### config.mk
export PLATFORM = sky130hd
export DESIGN_NAME = store_buffer
export DESIGN_NICKNAME = d
export VERILOG_FILES = /design/src/rtl/store_buffer_pkg.sv /design/src/rtl/store_buffer_match.sv /design/src/rtl/store_buffer.sv
export SDC_FILE = /design/constraint.sdc
export NUM_CORES = 1
export LEC_CHECK = 0
export ABC_AREA = 1
export CAP_MARGIN = 20
export CORE_ASPECT_RATIO = 1.5
export CORE_MARGIN = 5
export CORE_UTILIZATION = 62
export CTS_BUF_LIST = sky130_fd_sc_hd__clkbuf_4
export CTS_CLUSTER_DIAMETER = 200
export DETAILED_ROUTE_END_ITERATION = 7
export GPL_TIMING_DRIVEN = 1
export PLACE_DENSITY = 0.89
export REMOVE_ABC_BUFFERS = 1
export SYNTH_ARGS = -nofsm -noshare
export SYNTH_HDL_FRONTEND = slang
export SYNTH_HIERARCHICAL = 1
export SYNTH_SLANG_ARGS = --single-unit
### constraint.sdc
create_clock -name clk -period 11.5 [get_ports clk]
set_input_delay 2.3 -clock clk [delete_from_list [all_inputs] [get_ports clk]]
set_output_delay 2.3 -clock clk [all_outputs]
set_load 0.03 [all_outputs]
### src/rtl/store_buffer_pkg.sv
// Shared types and helpers for the posted-store buffer: func3 codes, entry layout,
// byte-lane masks and load extraction/extension.
package store_buffer_pkg;

  localparam logic [2:0] F3_B  = 3'b000;
  localparam logic [2:0] F3_H  = 3'b001;
  localparam logic [2:0] F3_W  = 3'b010;
  localparam logic [2:0] F3_BU = 3'b100;
  localparam logic [2:0] F3_HU = 3'b101;

  typedef struct packed {
    logic [29:0] word_addr;
    logic [1:0]  offset;
    logic [2:0]  func3;
    logic [31:0] data;
    logic [3:0]  mask;
  } sb_entry_t;

  // Size comes from func3[1:0]; signedness does not affect which lanes are touched.
  function automatic logic [3:0] byte_mask(input logic [1:0] size, input logic [1:0] offset);
    case (size)
      2'b00:   byte_mask = 4'b0001 << offset;
      2'b01:   byte_mask = offset[1] ? 4'b1100 : 4'b0011;
      default: byte_mask = 4'b1111;
    endcase
  endfunction

  function automatic logic [31:0] load_extract(input logic [2:0] func3, input logic [1:0] offset,
                                               input logic [31:0] word);
    logic [31:0] sh;
    sh = word >> {offset, 3'b000};
    case (func3)
      F3_B:    load_extract = {{24{sh[7]}}, sh[7:0]};
      F3_H:    load_extract = {{16{sh[15]}}, sh[15:0]};
      F3_BU:   load_extract = {24'h0, sh[7:0]};
      F3_HU:   load_extract = {16'h0, sh[15:0]};
      default: load_extract = sh;
    endcase
  endfunction

endpackage

### src/rtl/store_buffer_match.sv
// Compares a load against every occupied buffer slot; reports any overlap, the
// youngest overlapping slot and whether that slot covers all load bytes.
module store_buffer_match
  import store_buffer_pkg::*;
#(
  parameter int DEPTH = 4
) (
  input  logic [29:0]              word_addr [DEPTH],
  input  logic [3:0]               mask      [DEPTH],
  input  logic [$clog2(DEPTH)-1:0] head,
  input  logic [$clog2(DEPTH):0]   count,
  input  logic                     ld_valid,
  input  logic [29:0]              ld_word,
  input  logic [3:0]               ld_mask,
  output logic                     conflict,
  output logic [$clog2(DEPTH)-1:0] hit_idx,
  output logic                     full_cover
);

  localparam int PW = $clog2(DEPTH);

  logic [DEPTH-1:0] hit;
  logic [PW-1:0]    scan_idx;

  for (genvar gi = 0; gi < DEPTH; gi++) begin : g_cmp
    logic [PW-1:0] age;
    // A slot is occupied when its distance from head is below the occupancy count.
    assign age     = PW'(gi) - head;
    assign hit[gi] = ld_valid && ({1'b0, age} < count) &&
                     (word_addr[gi] == ld_word) && ((mask[gi] & ld_mask) != 4'b0000);
  end

  // Scan oldest to youngest so the last hit seen is the youngest.
  always_comb begin
    hit_idx  = head;
    scan_idx = head;
    for (int k = 0; k < DEPTH; k++) begin
      scan_idx = head + PW'(k);
      if (hit[scan_idx]) hit_idx = scan_idx;
    end
  end

  assign conflict   = |hit;
  assign full_cover = ((mask[hit_idx] & ld_mask) == ld_mask);

endmodule

### src/rtl/store_buffer.sv
// Posted-store FIFO in front of the single data-memory port; loads take priority.
// Define STBUF_FWD_EN to forward loads fully covered by the youngest overlapping store.
module store_buffer
  import store_buffer_pkg::*;
#(
  parameter int DEPTH = 4
) (
  input  logic                   clk,
  input  logic                   reset,
  input  logic                   st_valid_in,
  input  logic [31:0]            st_addr_in,
  input  logic [31:0]            st_data_in,
  input  logic [2:0]             st_func3_in,
  output logic                   st_ready_out,
  output logic                   st_misalign_out,
  input  logic                   ld_valid_in,
  input  logic [31:0]            ld_addr_in,
  input  logic [2:0]             ld_func3_in,
  output logic                   ld_stall_out,
  output logic                   ld_fwd_valid_out,
  output logic [31:0]            ld_fwd_data_out,
  output logic [31:0]            mem_addr_out,
  output logic [31:0]            mem_data_out,
  output logic                   mem_write_out,
  output logic [2:0]             mem_func3_out,
  output logic [$clog2(DEPTH):0] count_out
);

  localparam int PW = $clog2(DEPTH);
  localparam int CW = PW + 1;

  sb_entry_t     entry_reg [DEPTH];
  logic [PW-1:0] head_reg, tail_reg;
  logic [CW-1:0] count_reg;

  logic [3:0]    st_mask, ld_mask;
  logic          st_bad, enq, ld_go, drain, conflict, full_cover, fwd;
  logic [PW-1:0] hit_idx;
  logic [29:0]   word_addr  [DEPTH];
  logic [3:0]    entry_mask [DEPTH];
  sb_entry_t     head_entry;

  assign st_mask = byte_mask(st_func3_in[1:0], st_addr_in[1:0]);
  assign st_bad  = !(st_func3_in inside {F3_B, F3_H, F3_W}) ||
                   (st_func3_in == F3_H && st_addr_in[0]) ||
                   (st_func3_in == F3_W && st_addr_in[1:0] != 2'b00);
  assign st_misalign_out = st_valid_in && st_bad;
  assign st_ready_out    = count_reg < CW'(DEPTH);
  assign enq             = st_valid_in && st_ready_out && !st_bad;
  assign ld_mask         = byte_mask(ld_func3_in[1:0], ld_addr_in[1:0]);

  for (genvar gi = 0; gi < DEPTH; gi++) begin : g_view
    assign word_addr[gi]  = entry_reg[gi].word_addr;
    assign entry_mask[gi] = entry_reg[gi].mask;
  end

  store_buffer_match #(.DEPTH(DEPTH)) u_match (
    .word_addr  (word_addr),
    .mask       (entry_mask),
    .head       (head_reg),
    .count      (count_reg),
    .ld_valid   (ld_valid_in),
    .ld_word    (ld_addr_in[31:2]),
    .ld_mask    (ld_mask),
    .conflict   (conflict),
    .hit_idx    (hit_idx),
    .full_cover (full_cover)
  );

`ifdef STBUF_FWD_EN
  logic [31:0] hit_lane;
  assign hit_lane         = entry_reg[hit_idx].data << {entry_reg[hit_idx].offset, 3'b000};
  assign fwd              = ld_valid_in && conflict && full_cover;
  assign ld_fwd_valid_out = fwd;
  assign ld_fwd_data_out  = fwd ? load_extract(ld_func3_in, ld_addr_in[1:0], hit_lane) : 32'h0;
`else
  logic unused_fwd;
  assign unused_fwd       = &{1'b0, full_cover, hit_idx};
  assign fwd              = 1'b0;
  assign ld_fwd_valid_out = 1'b0;
  assign ld_fwd_data_out  = 32'h0;
`endif

  assign ld_stall_out = ld_valid_in && conflict && !fwd;
  // A conflicting load never takes the port, so the drain can clear the conflict.
  assign ld_go        = ld_valid_in && !conflict;
  assign drain        = !ld_go && (count_reg != '0);
  assign head_entry   = entry_reg[head_reg];
  assign count_out    = count_reg;

  always_comb begin
    mem_addr_out  = 32'h0;
    mem_data_out  = 32'h0;
    mem_func3_out = 3'b000;
    mem_write_out = 1'b0;
    if (ld_go) begin
      mem_addr_out  = ld_addr_in;
      mem_func3_out = ld_func3_in;
    end else if (drain) begin
      mem_addr_out  = {head_entry.word_addr, head_entry.offset};
      mem_data_out  = head_entry.data;
      mem_func3_out = head_entry.func3;
      mem_write_out = 1'b1;
    end
  end

  always_ff @(posedge clk) begin
    if (enq) begin
      entry_reg[tail_reg] <= '{word_addr: st_addr_in[31:2], offset: st_addr_in[1:0],
                               func3: st_func3_in, data: st_data_in, mask: st_mask};
    end
  end

  always_ff @(posedge clk) begin
    if (!reset) begin
      head_reg  <= '0;
      tail_reg  <= '0;
      count_reg <= '0;
    end else begin
      if (enq)   tail_reg <= tail_reg + PW'(1);
      if (drain) head_reg <= head_reg + PW'(1);
      count_reg <= count_reg + CW'(enq) - CW'(drain);
    end
  end

endmodule
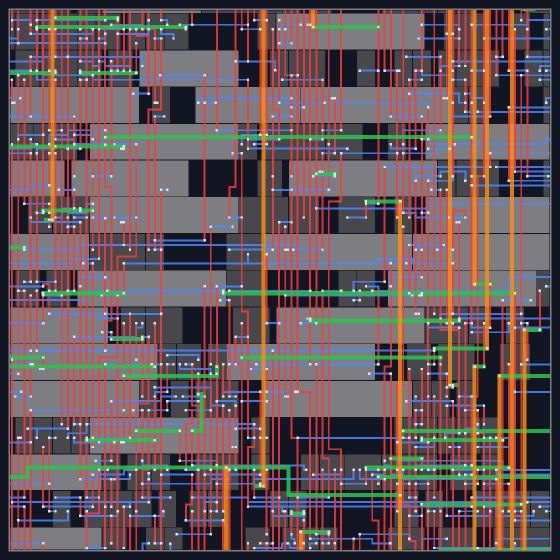
*A small window of the routed layout*
Window x 47 to 87, y 118 to 158 µm. Cells in gray, sequential cells in the stronger gray; small squares are vias.
[M3] green
[M1] blue
[M2] red
[M4] orange
netlist names of flops here include: entry_reg (22), head_reg (1)
most frequent: nand2_1 (39), edfxtp_1 (22), nand3_1 (14)
cells with their middle in the window: 145
sequential cells in the window: 25

==> changes_impl.md <==
### Metrics

* CTS tree: yes
* Routed Antenna Nets at 0
* Maximum root-to-sink buffer count at 3
* Final setup violation count at 0
* Pin slew with the least headroom to its limit at 1.11 ns
* DP HPWL at 26.7 mm
* Comb. pwr at 0.853 mW
* WL final at 40.9 mm
* Skew final at 0.0457 ns
* Sequential power at 1.25 mW
* Peak VDD IR at 0.154 mV
* Max Cap Viol at 0
* Post-DR vias/cell at 5.59
* Status: completed
* FF-to-FF path depth at 22
* Clk root buf: clkbuf_4
* Max power group: registers
* Min-Delay Path Depth at 2
* Area added between synthesis and finish at 17.8%
* Psw at 1.00 mW
* Number of DRC markers in iteration 0 at 1063
* DR vias at 12000
* Post-cts repair resize count at 0
* Worst-path clk slew at 0.07 ns
* Synth warnings at 6
* Crit end category: output pin
* Layout cell share with drive strength beyond 1 at 8.32%
* Worst-path fanout max at 38
* CP Cell Sequence: clkdlybuf4s50_1 -> inv_1 -> nor2_1 -> o21ai_0 -> nand2_1 -> nand3_1 -> a21oi_1 -> nand3b_1 -> nor2_1 -> nand2_1 -> nand4_1 -> nor2_4 -> inv_2 -> nand2_4 -> inv_4 -> nand3_1 -> o21ai_0 -> clkdlybuf4s50_1
* Crit path kind: input port to output pin
* Placed instance count at 2047
* Max Clk Rate at 110 MHz
* Comb gate area at 4650 µm²
* Register area at 8710 µm²
* Worst skew pair latency at 0.68 ns
* Fillers at 1660
* LEAKAGE at 7.10 nW
* Final net count at 1919
* Final Wtd Congestion at 1.01
* DRT Pass-1 Iters at 7
* H-tree Lvls at 3
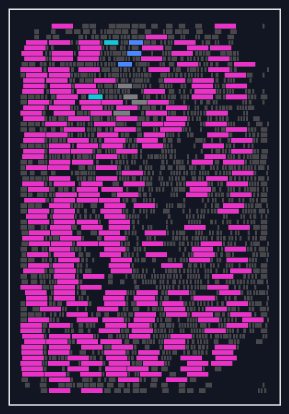
*Register map, names as in the netlist*
Drawn at 2 px/µm. Other sequential cells in the stronger gray, the rest of the logic in the fainter gray.
[count_out] blue | sequential cells: 3
[entry_reg] magenta | sequential cells: 284 | where: widely spread
[tail_reg] cyan | sequential cells: 2
not colored: 4

## per-layer routing
metal | vias to the layer above | global-route usage [%] | wire length, µm
li1 | 5561 | - | -
met1 | 5578 | 32.6 | 13700
met2 | 732 | 53.6 | 21000
met3 | 163 | 6.22 | 3670
met4 | 0 | 19.1 | 2490
met5 | - | 0 | 0
## path summary, 6_finish.rpt
path	startpoint	end	slack, ns
worst max-delay path	ld_addr_in[0]	mem_addr_out[1]	2.43
worst min-delay path	head_reg[0]	register	0.58
worst max register to register	head_reg[1]	count_out[2]	6.78
worst min register to register	head_reg[0]	register	0.58
## area by class of cell
cell class,instances,area share [%]
clock buffer,92,4.05
multi-input combinational,1072,27.3
inverter,180,4.00
sequential,293,51.1
timing repair buffer,187,10.9
tap,315,2.31
antenna,1,0.0147
clock inverter,14,0.360
## cell usage in the layout, fill, tap and decap left out, types with 9 or more instances in the layout
cell type          n
a21oi_1           41
clkbuf_4          92
clkdlybuf4s50_1  179
clkinv_1           9
conb_1            33
edfxtp_1         284
ha_1              10
inv_1            145
inv_2             34
nand2_1          523
nand3_1          117
nand4_1           12
nor2_1           200
o21ai_0           84
o21ai_1           13
## through the flow
| stage | utilization [%] | worst slack [ns] | cell area [µm²] | hold WS [ns] |
|---|---|---|---|---|
| floorplan | - | 4.60 | 14000 | 0.530 |
| global placement | 70.7 | 2.62 | 16300 | 0.568 |
| detailed placement | 70.7 | 2.58 | 16300 | 0.581 |
| CTS | 73.9 | 2.56 | 17000 | 0.567 |
| global route | 73.9 | 2.20 | 17000 | 0.598 |
| finish | 73.9 | 2.43 | 17000 | 0.580 |
## worst max-delay path: cells and delay by family
kind                   cells  cell delay, ns
and+or+nand+nor           10            2.19
buffers and inverters      5            1.75
AOI/OAI and AO/OA          3            0.48
No activity file was given, so power comes from the tool's default toggle rates.
